**Run 1: metal layers overlaid**

Scale: 6 px per um.
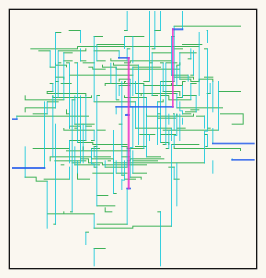
**Run 1: clock nets**

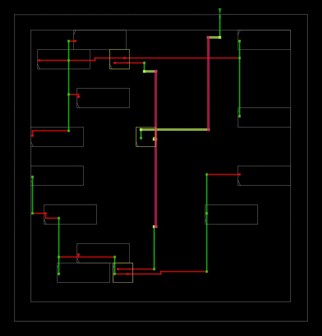
**Run 1: placement density heat map**

Scale: 8 px per um. 8 x 9 tiles, from black (low) to pale yellow (high), 0 to 100% covered.
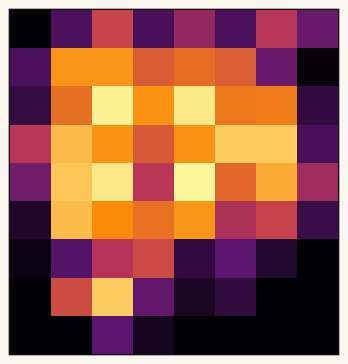
===== src/rtl/seq_tx_11001_if.sv =====
// seq_tx_11001_if: start/count request and serial x/valid/busy/done response of the pattern transmitter.
// With SEQ_TX_ABORT_EN defined the bundle also carries the abort request.
interface seq_tx_11001_if #(
    parameter int unsigned CNT_W = 4
);
    logic             start;
    logic [CNT_W-1:0] count;
    logic             x;
    logic             valid;
    logic             busy;
    logic             done;
`ifdef SEQ_TX_ABORT_EN
    logic             abort;

    // Controller side
    modport master (output start, count, abort, input x, valid, busy, done);
    // Transmitter side
    modport slave  (input start, count, abort, output x, valid, busy, done);
`else
    // Controller side
    modport master (output start, count, input x, valid, busy, done);
    // Transmitter side
    modport slave  (input start, count, output x, valid, busy, done);
`endif
endinterface


===== src/rtl/seq_tx_11001.sv =====
// seq_tx_11001: sends PATTERN MSB-first, count times, with GAP idle bits between repetitions.
// Optional: define SEQ_TX_ABORT_EN to add bus.abort, which cancels a running transfer.
module seq_tx_11001 #(
    parameter int unsigned     PLEN    = 5,
    parameter logic [PLEN-1:0] PATTERN = 5'b11001,
    parameter int unsigned     GAP     = 0,
    parameter int unsigned     CNT_W   = 4
) (
    input  logic          clk,
    input  logic          reset,
    seq_tx_11001_if.slave bus
);

    localparam int unsigned BIT_W = $clog2(PLEN);
    localparam int unsigned GAP_W = (GAP > 1) ? $clog2(GAP) : 1;
    localparam logic [BIT_W-1:0] BIT_TOP = BIT_W'(PLEN - 1);
    localparam logic [GAP_W-1:0] GAP_TOP = GAP_W'((GAP > 0) ? GAP - 1 : 0);

    typedef enum logic [1:0] {
        ST_IDLE,
        ST_SEND,
        ST_GAP
    } state_t;

    state_t           state, state_n;
    logic [BIT_W-1:0] bit_idx, bit_n;
    logic [CNT_W-1:0] rep_left, rep_n;
    logic [GAP_W-1:0] gap_cnt, gap_n;
    logic             x_q, x_n;
    logic             valid_q, valid_n;
    logic             busy_q, busy_n;
    logic             done_q, done_n;

    // State, counters and all outputs are registered together
    always_ff @(posedge clk) begin
        if (reset) begin
            state    <= ST_IDLE;
            bit_idx  <= '0;
            rep_left <= '0;
            gap_cnt  <= '0;
            x_q      <= 1'b0;
            valid_q  <= 1'b0;
            busy_q   <= 1'b0;
            done_q   <= 1'b0;
        end else begin
            state    <= state_n;
            bit_idx  <= bit_n;
            rep_left <= rep_n;
            gap_cnt  <= gap_n;
            x_q      <= x_n;
            valid_q  <= valid_n;
            busy_q   <= busy_n;
            done_q   <= done_n;
        end
    end

    // Next state and next output values; bit_idx always names the bit currently on x
    always_comb begin
        state_n = state;
        bit_n   = bit_idx;
        rep_n   = rep_left;
        gap_n   = gap_cnt;
        x_n     = 1'b0;
        valid_n = 1'b0;
        busy_n  = busy_q;
        done_n  = 1'b0;

        case (state)
            ST_IDLE: begin
                busy_n = 1'b0;
                if (bus.start && (bus.count != '0)) begin
                    state_n = ST_SEND;
                    rep_n   = bus.count;
                    bit_n   = BIT_TOP;
                    x_n     = PATTERN[BIT_TOP];
                    valid_n = 1'b1;
                    busy_n  = 1'b1;
                end
            end
            ST_SEND: begin
                if (bit_idx != '0) begin
                    bit_n   = bit_idx - BIT_W'(1);
                    x_n     = PATTERN[bit_n];
                    valid_n = 1'b1;
                end else if (rep_left == CNT_W'(1)) begin
                    state_n = ST_IDLE;
                    busy_n  = 1'b0;
                    done_n  = 1'b1;
                end else begin
                    rep_n = rep_left - CNT_W'(1);
                    if (GAP == 0) begin
                        bit_n   = BIT_TOP;
                        x_n     = PATTERN[BIT_TOP];
                        valid_n = 1'b1;
                    end else begin
                        state_n = ST_GAP;
                        gap_n   = GAP_TOP;
                    end
                end
            end
            ST_GAP: begin
                if (gap_cnt != '0) begin
                    gap_n = gap_cnt - GAP_W'(1);
                end else begin
                    state_n = ST_SEND;
                    bit_n   = BIT_TOP;
                    x_n     = PATTERN[BIT_TOP];
                    valid_n = 1'b1;
                end
            end
            default: begin
                state_n = ST_IDLE;
            end
        endcase

`ifdef SEQ_TX_ABORT_EN
        // Abort drops a running transfer without a done pulse
        if (bus.abort && busy_q) begin
            state_n = ST_IDLE;
            bit_n   = '0;
            rep_n   = '0;
            gap_n   = '0;
            x_n     = 1'b0;
            valid_n = 1'b0;
            busy_n  = 1'b0;
            done_n  = 1'b0;
        end
`endif
    end

    assign bus.x     = x_q;
    assign bus.valid = valid_q;
    assign bus.busy  = busy_q;
    assign bus.done  = done_q;

endmodule


===== src/flat_wrapper.sv =====
// flat-port wrapper written by rule: the top's interface ports become plain ports
module seq_tx_11001_flat 
#(
    parameter int unsigned     PLEN    = 5,
    parameter logic [PLEN-1:0] PATTERN = 5'b11001,
    parameter int unsigned     GAP     = 0,
    parameter int unsigned     CNT_W   = 4
)
  (clk, reset, bus_start, bus_count, bus_x, bus_valid, bus_busy, bus_done);
  seq_tx_11001_if #(.CNT_W(CNT_W)) bus_i ();
  input  logic clk;
  input  logic reset;
  input wire logic [$bits(bus_i.start)-1:0] bus_start;
  input wire logic [$bits(bus_i.count)-1:0] bus_count;
  output wire logic [$bits(bus_i.x)-1:0] bus_x;
  output wire logic [$bits(bus_i.valid)-1:0] bus_valid;
  output wire logic [$bits(bus_i.busy)-1:0] bus_busy;
  output wire logic [$bits(bus_i.done)-1:0] bus_done;
  assign bus_i.start = bus_start;
  assign bus_i.count = bus_count;
  assign bus_x = bus_i.x;
  assign bus_valid = bus_i.valid;
  assign bus_busy = bus_i.busy;
  assign bus_done = bus_i.done;
  seq_tx_11001 #(.PLEN(PLEN), .PATTERN(PATTERN), .GAP(GAP), .CNT_W(CNT_W)) u_core (.clk(clk), .reset(reset), .bus(bus_i));
endmodule

===== config.mk =====
export PLATFORM = sky130hd
export DESIGN_NAME = seq_tx_11001_flat
export DESIGN_NICKNAME = d
export VERILOG_FILES = /design/src/rtl/seq_tx_11001_if.sv /design/src/rtl/seq_tx_11001.sv /design/src/flat_wrapper.sv
export SDC_FILE = /design/constraint.sdc
export NUM_CORES = 1
export LEC_CHECK = 0
export CORE_AREA = 2 2 39 41
export DETAILED_ROUTE_END_ITERATION = 8
export DIE_AREA = 0 0 41 43
export PLACE_DENSITY = 0.73
export SLEW_MARGIN = 20
export SYNTH_ARGS = -nofsm -noshare
export SYNTH_HDL_FRONTEND = slang
export SYNTH_SLANG_ARGS = --single-unit

===== constraint.sdc =====
create_clock -name clk -period 4.5 [get_ports clk]
set_clock_uncertainty 0.2 [all_clocks]
set_input_delay 0.9 -clock clk [delete_from_list [all_inputs] [get_ports clk]]
set_output_delay 0.9 -clock clk [all_outputs]
set_load 0.02 [all_outputs]

==> out/metrics.yaml, run 1 <==
status: "completed"
grt_usage: 0.1636
fillers: 130
numPortBuffers: 10
p_sw_frac: 0.3054
syn_to_final_growth_pct: 20.63
cap_viol_max_count: 0
ys_sh_mux: 0.04715
cp.arrival_ns: 2.34
hold_start: "u_core.bus.busy"
slowest_delay_ns: 0.47
synthCells: 65
clkPwrFrac: 0.248
ant_nets: 0
power.density_mw_per_mm2: 348.0
wl_per_cell_um: 12.64
p_int_mw: 0.1857
total_power_mw: 0.2673
final_cells: 92
yosysChipArea_um2: 636.9
critPathSlowestCell: "clkdlybuf4s50_1"
cp_num_buf_inv: 1
warning_count: 28
top_cell_area_share: 0.3772
fmax_mhz: 424.5
whs_path_depth: 2
die_h_um: 43
cts-root-buf: "clkbuf_4"
synthAoiAreaFrac: 0.2083
firstDrtPassIters: 3
max_flop_register: "u_core.rep_left"
drv_slew: 0
final.setup.tns_ns: 0
largest_reg_flops: 4
worstSetupStartpoint: "bus_count[2]"
dp_cells: 89
synth_seq_share: 0.3772
worstReg2RegStart: "u_core.bit_idx[0]"
worstHoldPathType: "reg -> reg"
relSlewSlack: 0.6538
drt_iter0_drc: 3
ys_cells: 65
p_comb_frac: 0.264
p_comb_mw: 0.0707
path_max_fanout: 5
finalCritPeriodShare: 0.5235
antenna_found_initial: 0
final_cell_mix: "dfxtp_1 (12), clkdlybuf4s50_1 (10), nor2_1 (6), inv_1 (5)"
setup.worst_path.class: "in -> reg"
crit_cells: 5
gr-total-overflow: 0
drive_gt1_frac: 0.1184
ctsResizeCount: 0
p_switching_mw: 0.08165
initial_core_util: 0.4602
xor_area_frac: 0.01375
powerSeq_mw: 0.130
path_delay_family: "simple AND/OR/NAND/NOR gates"
topCellsByArea: "dfxtp_1 (38%), ha_1 (7.9%), o32ai_2 (5.1%), mux2i_1 (4.7%), nor2_1 (3.5%)"
final_util: 0.5552
setup_viol: 0
p_leak_nw: 0.3020
design.core.area_mm2: 0.001384
fin_area_um2: 768.2
topCombFamilyByArea: "simple AND/OR/NAND/NOR gates"
placementRows: 14
cp-start-kind: "input pin"
grt_pass1_vias: 446
die_area_mm2: 0.001763
fin_nets: 89
synthesis.nets: 76
synth-edff-count: 0
vias_per_cell: 5.446
die_width_um: 41
timing.rr.end: "u_core.bit_idx[1]"
top_area_cell: "dfxtp_1"
num_io_pins: 11
grt_pass1_wl_mm: 1.897
maxPowerGroup: "registers"
## Picture notes: 'metal layers overlaid'
metal 4 -> magenta  # wire length 34.7 um
metal 2 -> cyan  # wire length 573 um
metal 3 -> blue  # wire length 29.4 um
metal 1 -> green  # wire length 527 um

## Picture notes: 'clock nets'
Latency at later pin: 0.28 ns
CTS sink count: 12
clock buf count: 3
TritonCTS Buffers: 3

## Picture notes: 'placement density heat map'
emptiest ninth of the die = south-east
mean over tiles = 42%
tiles over 75% full = 24%
nearly empty tiles = 17%

run 1: area by class of cell:
| cell class | instances | share of cell area |
|---|---|---|
| repair buffers | 10 | 0.1303 |
| clock buffers | 3 | 0.02932 |
| flip-flops and latches | 12 | 0.3127 |
| inverters | 5 | 0.02443 |
| well taps | 16 | 0.02606 |
| multi-input cells | 46 | 0.4772 |
run 1: routing by layer:
metal / vias to the layer above / GRT usage / part of all wire
li1: 256 / - / -
met2: 9 / 0.2469 / 0.49
met3: 5 / 0.03141 / 0.025
met5: - / 0 / 0
met1: 231 / 0.1934 / 0.45
met4: 0 / 0.1200 / 0.029
run 1: synth_stat cells (all sizes together) (2+ instances only):
cell type  instances
dfxtp             12
nor2               6
inv                5
a21oi              4
ha                 4
mux2i              3
nor2b              3
a211oi             2
a21boi             2
nand2b             2
nor3               2
o32ai              2
**Run 1: pin map**

Scale: 8 px per um. Pins as bars across the die edge, other pins in grey.
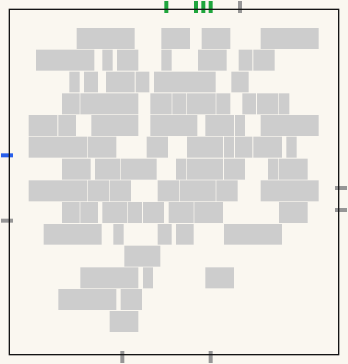

==> run 1 -> run 2 <==
Settings changed: CORE_AREA 2 2 39 41 to default, CORE_ASPECT_RATIO from default to 0.9, CORE_MARGIN from default to 2, CORE_UTILIZATION from default to 44, DIE_AREA 0 0 41 43 to default, PLACE_DENSITY 0.73 to 0.71.
Clock period 4.5 ns to 1.9 ns, I/O delays scaled along.
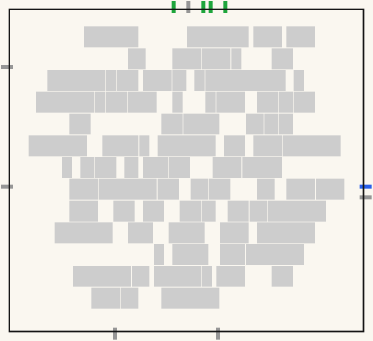
**Above:** run 2 (pin map).
Scale: 8 px per um. Pins as bars across the die edge, other pins in grey.
bus_count -> green  # pins 4, direction input, edge north
bus_valid -> blue  # pins 1, direction output, edge east

==> out/metrics.yaml, run 2 <==
cp_num_buf_inv: 1  # unchanged
globalRouteMet3Util: 0.06757  # +0.03615
seq_area_frac: 0.2857  # -0.02699
p_comb_mw: 0.191  # +170%
fillers: 125  # -3.8%
p_comb_frac: 0.272  # +0.008
final_cell_mix: "dfxtp_1 (12), clkdlybuf4s50_1 (10), nor2_1 (6), inv_1 (5), buf_4 (5)"
yosysChipArea_um2: 636.9  # unchanged
setup.worst_path.class: "in -> reg"
final_util: 0.6011  # +0.04592
dominant_cells: "combinational gates"
well_tap_count: 15  # -1
topCellsByArea: "dfxtp_1 (38%), ha_1 (7.9%), o32ai_2 (5.1%), mux2i_1 (4.7%), nor2_1 (3.5%)"
die_h_um: 40.09  # -6.8%
fmax_mhz: 543.4
grt_pass1_vias: 449  # +0.67%
powerSeq_mw: 0.309  # +140%
worstHoldPathType: "reg -> reg"
p_switching_mw: 0.2022  # +150%
yosys-top-cells-count: "dfxtp_1 (12), nor2_1 (6), inv_1 (5)"
fin_nets: 94  # +5.6%
cp.arrival_ns: 1.81  # -0.53 ns
clkSinkCount: 12  # unchanged
wl_met1_um: 615  # +17%
cts-buffers-inserted: 3  # unchanged
ctsResizeCount: 0  # unchanged
syn_to_final_growth_pct: 32.02
synth-edff-count: 0  # unchanged
clkLatencyLatePin_ns: 0.27  # about the same
comb_cells: 46  # unchanged
path_max_fanout: 5  # unchanged
cts-root-buf: "clkbuf_4"
whs_path_depth: 2  # unchanged
power.density_mw_per_mm2: 832.8  # +140%
die_width_um: 44.10  # +7.6%
placementRows: 13  # -1
highest_layer: "met4"
use_met2: 0.2426  # -0.004228
p_int_mw: 0.4980  # +170%
drive_gt1_frac: 0.1951  # +0.07670
initial_core_util: 0.4553  # -0.004940
status: "completed"
die_area_mm2: 0.001768  # +0.28%
p_leak_nw: 0.3359  # +11%
grt_use_met1: 0.1935  # about the same
clkbuf_count: 4  # +1
wl_per_cell_um: 12.53  # -0.91%
topCombFamilyByArea: "simple AND/OR/NAND/NOR gates"
grt_pass1_wl_mm: 1.856  # -2.2%
top_area_cell: "dfxtp_1"
final.setup.tns_ns: 0  # unchanged
timing.rr.end: "u_core.bit_idx[2]"
top_cell_area_share: 0.3772  # unchanged
gr-total-overflow: 0  # unchanged
synthAoiAreaFrac: 0.2083  # unchanged
met3RoutedLength_um: 52  # +79%
max_flop_register: "u_core.rep_left"
slowest_delay_ns: 0.47  # about the same
maxPowerGroup: "registers"
relSlewSlack: 0.7521  # +0.09830
clkPwrFrac: 0.287  # +0.039
path_delay_family: "simple AND/OR/NAND/NOR gates"
cap_viol_max_count: 0  # unchanged
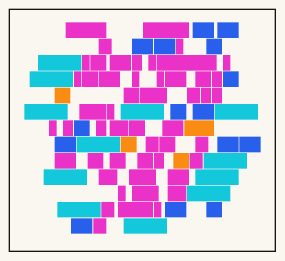
**Above:** run 2 (cells coloured by class).
Scale: 6 px per um.
sequential cells -> cyan  # cells 12, share of their area 29%
combinational and other logic -> magenta  # cells 51, share of their area 50%
clock drivers and dummy loads -> orange  # cells 4, share of their area 4.4%
remaining buffers and delay cells -> blue  # cells 15, share of their area 17%

[run 2: cell counts after synthesis]
Identical to the previous run, type by type.
[run 2: per-stage QoR]
| step | worst slack (ns) | total power, mW | cells | instance area [um2] |
|---|---|---|---|---|
| 5_1_grt | 0.001770 | 0.7445 | 97 | 840.8 |
| 4_1_cts | 0.1002 | 0.6932 | 97 | 818.3 |
| 2_1_floorplan | 0.3496 | 0.4302 | 65 | 636.9 |
| 3_5_place_dp | -0.1747 | 0.4910 | 93 | 782.0 |
| 6_report | 0.05967 | 0.7002 | 97 | 840.8 |
| 3_3_place_gp | -0.1618 | 0.4902 | 93 | 782.0 |
[run 2: worst register-to-register path, cell delays in order, from the launching register on]
cell and delay (ns):
dfxtp_1 0.41, ha_1 0.19, nor3b_4 0.27, a21boi_1 0.15, or2_4 0.27, o21a_1 0.17
==> run 2 -> run 3 <==
Settings changed: PLACE_DENSITY 0.71 to 0.69.
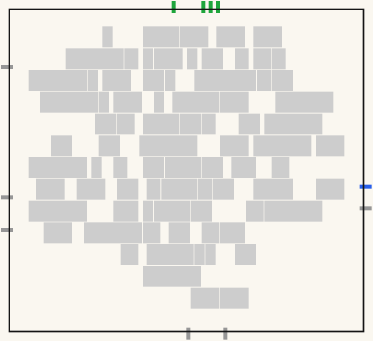
**Above:** run 3 (pin map).
Scale: 8 px per um. Pins as bars across the die edge, other pins in grey.
bus_count -> green  # pins 4, direction input, edge north
bus_valid -> blue  # pins 1, direction output, edge east
all pins by edge = 4 north, 3 west, 2 east, 2 south

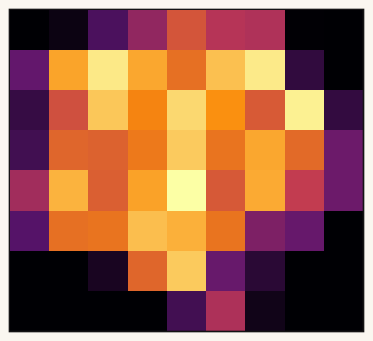
**Above:** run 3 (placement density heat map).
Scale: 8 px per um. 9 x 8 tiles, from black (low) to pale yellow (high), 0 to 100% covered.
tiles over 75% full = 25%
mean over tiles = 44%
fullest tile = 100%
densest ninth of the die = centre
nearly empty tiles = 21%

==> out/metrics.yaml, run 3 <==
status: "completed"
max_flop_register: "u_core.rep_left"
wl_met1_um: 566  # -8.0%
p_leak_nw: 0.3238  # -3.6%
synthCells: 65
grt_pass1_wl_mm: 1.690  # -8.9%
top_cell_area_share: 0.3772  # unchanged
whs_path_depth: 2  # unchanged
p_switching_mw: 0.1889  # -6.6%
top_area_cell: "dfxtp_1"
final_cells: 95  # -2.1%
die_area_mm2: 0.001768  # unchanged
fmax_mhz: 556.6  # +2.4%
synthAoiAreaFrac: 0.2083  # unchanged
dp_cells: 91  # -2.2%
drive_gt1_frac: 0.1625  # -0.03262
gr-total-overflow: 0  # unchanged
cap_viol_max_count: 0  # unchanged
ys_sh_mux: 0.04715
cts-root-buf: "clkbuf_4"
die_width_um: 44.10  # unchanged
p_int_mw: 0.4871  # -2.2%
initial_core_util: 0.4553  # unchanged
highest_layer: "met4"
relSlewSlack: 0.6681  # -0.08401
p_comb_mw: 0.171  # -10%
clkSinkCount: 12  # unchanged
yosysChipArea_um2: 636.9  # unchanged
fillers: 129  # +3.2%
fin_ws_ns: 0.1035  # +0.04379 ns
total_power_mw: 0.6760  # -3.5%
slowest_delay_ns: 0.61  # +0.14 ns
cp_num_buf_inv: 1  # unchanged
topCombFamilyByArea: "simple AND/OR/NAND/NOR gates"
timing.rr.end: "u_core.rep_left[2]"
final.setup.tns_ns: 0  # unchanged
die_h_um: 40.09  # unchanged
fin_nets: 92  # -2.1%
drv_slew: 0
cp.arrival_ns: 1.22  # -0.59 ns
crit_end: "bus_busy"
finalCritPeriodShare: 0.9455
powerSeq_mw: 0.309  # about the same
worstHoldPathType: "reg -> reg"
grt_use_met1: 0.1892  # -0.004359
globalRouteMet3Util: 0.09459  # +0.02703
power.density_mw_per_mm2: 841.5  # +1.1%
clkLatencyLatePin_ns: 0.27  # about the same
numPortBuffers: 10
syn_to_final_growth_pct: 26.13
ctsResizeCount: 0  # unchanged
path_max_fanout: 2  # -3
use_met2: 0.1912  # -0.05147
met3RoutedLength_um: 51  # -1.9%
drt_iter0_drc: 3
synth.distinct_cells: 31
num_io_pins: 11
path_clk_slew_ns: 0.07
cts-buffers-inserted: 3  # unchanged
maxPowerGroup: "registers"
wl_per_cell_um: 11.38  # -9.2%
worstReg2RegStart: "u_core.state[0]"
vias_per_cell: 5.189
grt_pass1_vias: 389  # -13%
place_ws_ns: -0.1426  # +0.03208 ns
syn_area_um2: 636.9
cp-end-kind: "output port"
p_comb_frac: 0.253  # -0.019
placementRows: 13  # unchanged
path_delay_family: "buffers and inverters"
setup_viol: 0
final_cell_mix: "dfxtp_1 (12), clkdlybuf4s50_1 (10), nor2_1 (6), inv_1 (5)"
yosys-top-cells-count: "dfxtp_1 (12), nor2_1 (6), inv_1 (5)"
diodes: 0
topCellsByArea: "dfxtp_1 (38%), ha_1 (7.9%), o32ai_2 (5.1%), mux2i_1 (4.7%), nor2_1 (3.5%)"
synth-edff-count: 0  # unchanged
clkPwrFrac: 0.290  # +0.003
hold_end: "u_core.bus.busy"
setup.worst_path.class: "reg -> out"
p_sw_frac: 0.2794
[run 3: netlist changes by cell type in the layout (fill, tap and decap cells not counted), sizes merged]
cell,change
buf,-2
[run 3: cell type report]
cell class              count  area [um2]  share of cell area
flip-flops and latches     12       240.2              0.2991
well taps                  15       18.77             0.02336
inverters                   5       18.77             0.02336
clock buffers               4       36.28             0.04517
repair buffers             13       122.6              0.1526
multi-input cells          46       366.6              0.4564
[run 3: per-stage QoR]
step,hold slack [ns],cell area [um2]
2_1_floorplan,0.2953,636.9
3_3_place_gp,0.2783,767.0
3_5_place_dp,0.2831,767.0
4_1_cts,0.3121,803.3
5_1_grt,0.3551,803.3
6_report,0.3193,803.3
Power and IR drop assume default switching activity.
